### src/rtl/systolic_feed_ctrl.sv
// Feed controller for the west edge of a systolic PE array: steers an interleaved
// operand stream into per-row FIFOs, then drains them with a one-cycle-per-row skew.
module systolic_feed_ctrl #(
    parameter int ROWS      = 32,
    parameter int ROWS_LOG2 = 5,
    parameter int FIFO_CAP  = 31,
    parameter int LEN_W     = 6
) (
    input  logic                 CLK,
    input  logic                 RST,
    input  logic                 START,
    input  logic [LEN_W-1:0]     K_LEN,
    input  logic                 IN_VALID,
    output logic                 IN_READY,
    input  logic [ROWS-1:0]      FIFO_FULL,
    input  logic [ROWS-1:0]      FIFO_EMPTY,
    output logic [ROWS-1:0]      PUSHE,
    output logic [ROWS-1:0]      POPE,
    output logic [ROWS_LOG2-1:0] ROW_SEL,
    output logic                 BUSY,
    output logic                 DONE,
    output logic                 ERR
);

    localparam int T_W = LEN_W + 1;
    localparam logic [T_W-1:0]       CAP_T    = T_W'(FIFO_CAP);
    localparam logic [T_W-1:0]       TAIL_T   = T_W'(ROWS - 2);
    localparam logic [ROWS_LOG2-1:0] LAST_ROW = ROWS_LOG2'(ROWS - 1);

    typedef enum logic [1:0] {
        S_IDLE,
        S_LOAD,
        S_DRAIN,
        S_FIN
    } state_t;

    state_t               state_q, state_d;
    logic [ROWS_LOG2-1:0] row_q, row_d;
    logic [LEN_W-1:0]     k_q, k_d;
    logic [T_W-1:0]       t_q, t_d;
    logic [LEN_W-1:0]     klen_q, klen_d;
    logic                 err_q, err_d;

    logic                 in_load;
    logic                 in_drain;
    logic                 accept;
    logic                 underflow;
    logic [ROWS-1:0]      pop_req;
    logic [T_W-1:0]       klen_t;
    logic [T_W-1:0]       last_t;

    assign in_load  = (state_q == S_LOAD);
    assign in_drain = (state_q == S_DRAIN);
    assign klen_t   = {1'b0, klen_q};
    assign last_t   = klen_t + TAIL_T;

    assign IN_READY = in_load & ~FIFO_FULL[row_q];
    assign accept   = IN_READY & IN_VALID;

    // Row gi pops on drain steps gi .. gi+klen-1; the t>=gi guard keeps t-gi from wrapping.
    generate
        for (genvar gi = 0; gi < ROWS; gi++) begin : g_row
            localparam logic [T_W-1:0] ROW_T = T_W'(gi);
            assign PUSHE[gi]   = accept & (row_q == ROWS_LOG2'(gi));
            assign pop_req[gi] = in_drain & (t_q >= ROW_T) & ((t_q - ROW_T) < klen_t);
            assign POPE[gi]    = pop_req[gi] & ~FIFO_EMPTY[gi];
        end
    endgenerate

    assign underflow = |(pop_req & FIFO_EMPTY);

    assign ROW_SEL = in_load ? row_q : '0;
    assign BUSY    = in_load | in_drain;
    assign DONE    = (state_q == S_FIN);
    assign ERR     = err_q;

    always_comb begin
        state_d = state_q;
        row_d   = row_q;
        k_d     = k_q;
        t_d     = t_q;
        klen_d  = klen_q;
        err_d   = err_q;
        case (state_q)
            S_IDLE: begin
                if (START) begin
                    klen_d = K_LEN;
                    err_d  = 1'b0;
                    row_d  = '0;
                    k_d    = '0;
                    t_d    = '0;
                    if (K_LEN == '0) begin
                        state_d = S_FIN;
                    end else if ({1'b0, K_LEN} > CAP_T) begin
                        err_d   = 1'b1;
                        state_d = S_FIN;
                    end else begin
                        state_d = S_LOAD;
                    end
                end
            end
            S_LOAD: begin
                if (accept) begin
                    if (row_q == LAST_ROW) begin
                        row_d = '0;
                        if (k_q == klen_q - LEN_W'(1)) begin
                            k_d     = '0;
                            state_d = S_DRAIN;
                        end else begin
                            k_d = k_q + LEN_W'(1);
                        end
                    end else begin
                        row_d = row_q + ROWS_LOG2'(1);
                    end
                end
            end
            S_DRAIN: begin
                if (underflow) begin
                    err_d = 1'b1;
                end
                if (t_q == last_t) begin
                    t_d     = '0;
                    state_d = S_FIN;
                end else begin
                    t_d = t_q + T_W'(1);
                end
            end
            S_FIN: begin
                state_d = S_IDLE;
            end
            default: begin
                state_d = S_IDLE;
            end
        endcase
    end

    always_ff @(posedge CLK or posedge RST) begin
        if (RST) begin
            state_q <= S_IDLE;
            row_q   <= '0;
            k_q     <= '0;
            t_q     <= '0;
            klen_q  <= '0;
            err_q   <= 1'b0;
        end else begin
            state_q <= state_d;
            row_q   <= row_d;
            k_q     <= k_d;
            t_q     <= t_d;
            klen_q  <= klen_d;
            err_q   <= err_d;
        end
    end

endmodule

### config.mk
export PLATFORM = sky130hd
export DESIGN_NAME = systolic_feed_ctrl
export DESIGN_NICKNAME = d
export VERILOG_FILES = /design/src/rtl/systolic_feed_ctrl.sv
export SDC_FILE = /design/constraint.sdc
export NUM_CORES = 1
export LEC_CHECK = 0
export CORE_MARGIN = 1.5
export CORE_UTILIZATION = 55
export CTS_CLUSTER_DIAMETER = 100
export DETAILED_ROUTE_END_ITERATION = 8
export GPL_ROUTABILITY_DRIVEN = 0
export GPL_TIMING_DRIVEN = 0
export HOLD_SLACK_MARGIN = 0.1
export PLACE_DENSITY = 0.88
export SLEW_MARGIN = 20
export SYNTH_ARGS = -nofsm -noshare
export SYNTH_HDL_FRONTEND = slang
export SYNTH_SLANG_ARGS = --single-unit
### constraint.sdc
create_clock -name CLK -period 9 [get_ports CLK]
set_input_delay 2.7 -clock CLK [delete_from_list [all_inputs] [get_ports CLK]]
set_output_delay 2.7 -clock CLK [all_outputs]
set_load 0.05 [all_outputs]
Signal wires by layer:
Drawn at 4 px/µm.
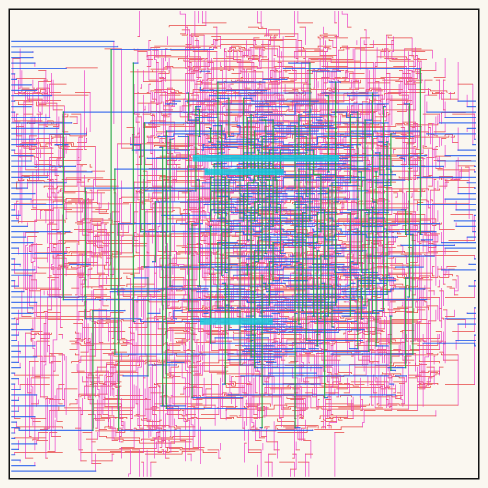
color	layer	wire length
cyan	M5	69.7 µm
green	M4	2490 µm
red	M1	9150 µm
magenta	M2	11200 µm
blue	M3	3910 µm

Local utilization:
Drawn at 3 px/µm. The die is cut into 12 by 12 equal tiles; white is low, dark blue is high, 0 to 100% covered.
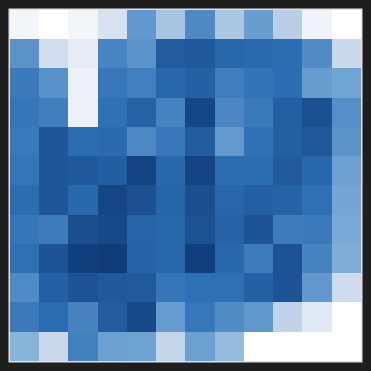
nearly empty tiles	4.9%
mean over tiles	64%
tiles over 75% full	43%
fullest tile	95%

Signal wires on met4:
Drawn at 4 px/µm. Supply wires on this layer in gray.
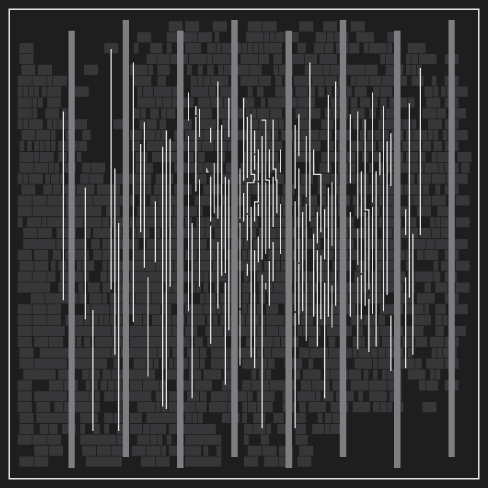
wire length on this layer	2490 µm
longest straight run	69.4 µm
share of all routed wire	9.3%
nets with wire on the layer	85

Clock nets:
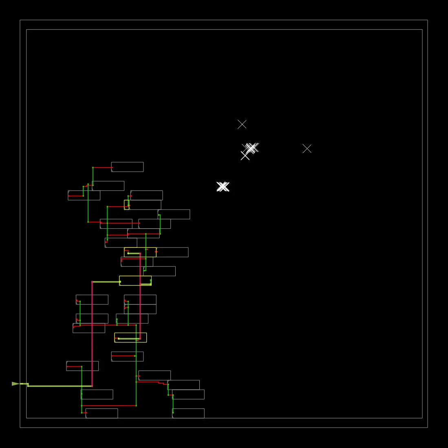
clock net sink count: 27
number of buffers created by CTS: 3

==> summary.txt <==
Implementation numbers.

- The critical path endpoint is POPE[5].
- With fillers left out, the area of the finished cells amounts to 0.00891 mm².
- The instance area after placement reads 0.00882 mm².
- sky130_fd_sc_hd__ha_1 is the most common cell in the netlist.
- The number of hold violations in the final report reads 0.
- The beginning of the critical path is t_q[3].
- In this run the most critical hold path is launched from ERR.
- The worst-case headroom to the max-slew limit is 0.157.
- The chip area estimate from yosys synthesis is 0.00714 mm².
- The master cell of the clock root buffer reads sky130_fd_sc_hd__clkbuf_16.
- The synthesized netlist was found by Yosys to have 956 cells.
- The amount of wire on met3 after detailed routing reads 3910 µm.
- The depth of the most critical reg-to-reg path is 17.
- The endpoint required time on the critical path reads 6.30 ns.
- The worst register-to-register path has a setup slack of 3.21 ns.
- The via count of the first global-routing pass reads 8127.
- The total grt overflow reads 0.
- In this run, distinct cell masters in the synthesized netlist total 67.
- The actual transition at the worst max-transition pin reads 1.26 ns.
- The area fraction in compound gates after synthesis is 0.236.
- The post-layout total power is 3.36 mW.
- 147 I/O pins were placed.
- The synthesized area divided by synthesized cell count reads 7.47 µm².
- The cell row count reads 41.
- The detailed-routing iteration count for the pre-antenna-repair pass reads 9.
- The synthesized netlist occupies a cell area of 0.00714 mm².
- For reference, the mux area share after synthesis is 0.0496.
- The uppermost metal layer occupied by signal nets reads met5.
- The die is 117 µm tall.
- The finished layout holds 1279 standard cells, fillers aside.
- The simple-gate share of the synthesized area is 0.223.
- The tally of nets with antenna violations remaining after routing is 0.
- The total instance count after detailed placement is 1274.
- For met1 alone, demand over resource in global routing was 0.459.
- After layout, the minimum clock period comes to 8.37 ns.
- The end of the worst hold path is ERR.
- In the synthesized netlist, the cells that appear most often are 136 x sky130_fd_sc_hd__ha_1, 81 x sky130_fd_sc_hd__nand2_1, 75 x sky130_fd_sc_hd__inv_1.
- The share of Yosys cell area claimed by the top area cell type reads 0.238.
- The synthesized-area fraction occupied by adder cells reads 0.238.
- The net count after synthesis is 1166.
- The floorplan die width reads 117 µm.
- The run finished, with violations left.
- The maximum fanout encountered on the critical timing path is 10.
- Across every metal layer, demand over resource in global routing totals 0.405.
- Among the non-sequential cells, adder cells take the most area.
- Per the final report, max-transition violations number 0.
- The repair_antennas step left the layout with diodes totalling 0.
- The post-route DRC violation count is 57.
- Clock skew on the completed layout was measured at 0.00362 ns.
- The CTS tree is built.
- The count of cells along the worst hold path is 1.
- The starting density of the core reads 0.564.
- The count of H-tree levels built during CTS is 1.
- Per the post-synthesis report, the number of cells in the design is 956.
- The proportion of synthesized chip area in sequential cells reads 0.0946.
- The met2 usage reads 0.635.
- For this block, wires on met1 add up to 9150 µm.
- The post-cts sizing count is 0.
- The later pin in the worst-skew pair is clocked with a latency of 0.26 ns.
- In the synthesized netlist the dominant register cell turns out to be sky130_fd_sc_hd__dfrtp_1.
- In this run the most used layer during global routing was met2.
- The vias per cell reads 6.63.
- The area of the die reads 0.0137 mm².
- Detailed-route iteration 0 reported a violation count of 1072.
- The checks that failed: design-rule violations.
- Synthesis inferred 27 register bits.
- The standby leakage power reads 3.70 nW.
- In the global route stage, met3 resource usage came out at 0.157.
- The kind of critical path is register to output port.
- Note, the detailed placer reported a final HPWL of 20000 µm.
- The number of warnings in the stage logs reads 62.
- The count of synthesis-stage warnings from yosys reads 0.
- The first global-routing pass estimated 41900 µm of wire.
- At the end of the flow the core is filled with cells to 0.703.
- The setup TNS is 0 ns.
- The total length of routed met2 wires reads 11200 µm.
- The capture point of the worst reg-to-reg path reads ERR.
- The final hold slack reads 0.534 ns.
- In this run, the synthesized area fraction spent on xor and xnor cells is recorded as 0.0919.
- The class of the worst hold path is register to register.
- The setup-violating endpoint count in the final report is 0.
- Setup repair after global routing left no endpoint under its margin.
- Across the VDD grid, the largest voltage drop is 208 µV.
- The maximum number of pins on one net before global-route repair reads 34.
- The synthesis report lists the most area-consuming cells as sky130_fd_sc_hd__ha_1 24%, sky130_fd_sc_hd__dfrtp_1 9.5%, sky130_fd_sc_hd__xnor2_1 8.5%.
- The launch point of the worst reg-to-reg path reads t_q[3].
- The report lists the cells along the critical path as clkbuf_1 -> clkbuf_1 -> inv_1 -> ha_1 -> clkbuf_1 -> nand2_1 -> nand2_1 -> xnor2_1 -> ha_1 -> a21oi_1 -> o2111ai_1 -> a2111oi_2 -> clkbuf_4 -> nand2_1 -> nor2_1 -> clkdlybuf4s50_1.
- In the layout the commonest cells are 146 x sky130_fd_sc_hd__clkdlybuf4s50_1, 136 x sky130_fd_sc_hd__ha_1, 81 x sky130_fd_sc_hd__nand2_1, 73 x sky130_fd_sc_hd__nor2_1, 72 x sky130_fd_sc_hd__inv_1.
- The routed layout has 8481 vias.
- The capturing element type of the critical path is an output port.
- The number of max-cap violations is 0.
- The count of buffers inserted at the top-level ports is 146.
- The placeable core region is 0.0127 mm².
- After synthesis, the share of flip-flops with an asynchronous set or reset is 1.00.
- The startpoint type of the worst setup path reads a register.
- The layout overhead on the synthesized area is 24.8%.
- The post-CTS repair timing setup buffer count is 0.
- The data arrival at the endpoint of the critical path reads 5.67 ns.
- The cell with the biggest individual delay on the critical path is sky130_fd_sc_hd__clkdlybuf4s50_1.
- Counting flops with a built-in enable in the synthesized netlist gives 0.
- The maximum cell stage delay along the critical path reads 0.80 ns.
- Setup slack on the worst path after placement came out at 0.686 ns.
- The final wirelength is 26900 µm.
- The fmax reads 119 MHz.
- Per the final layout report, the fraction of cells sized above drive strength 1 comes to 0.0343.
- The quantity of hold-fixing buffers added after cts reads 0.
## sequential cells by signal (all words and copies together), names as in the netlist
signal and cells:
klen_q 6, k_q 6, state_q 2, ERR 1, row_q 5, t_q 7
## power breakdown
part	internal, mW	switching, mW	total, mW
Sequential	0.165	0.0677	0.232
Combinational	1.10	1.92	3.02
Clock	0.0606	0.0403	0.101
## critical path: cells and delay by family, from the launching register on
family | cells | cell delay (ns)
buf+inv | 6 | 2.88
fa+ha+maj | 2 | 0.70
flops | 1 | 0.56
xor+xnor | 1 | 0.17
simple gates | 4 | 0.40
compound gates | 3 | 0.70
## final cells by class
class | count | area (µm²)
repair buffers | 147 | 1470
well taps | 172 | 215
multi-input cells | 804 | 6000
inverters | 77 | 289
fillers | 1047 | 3760
flip-flops and latches | 27 | 676
clock buffers | 4 | 78.8
plain buffers | 48 | 188
Power and IR drop assume default switching activity.
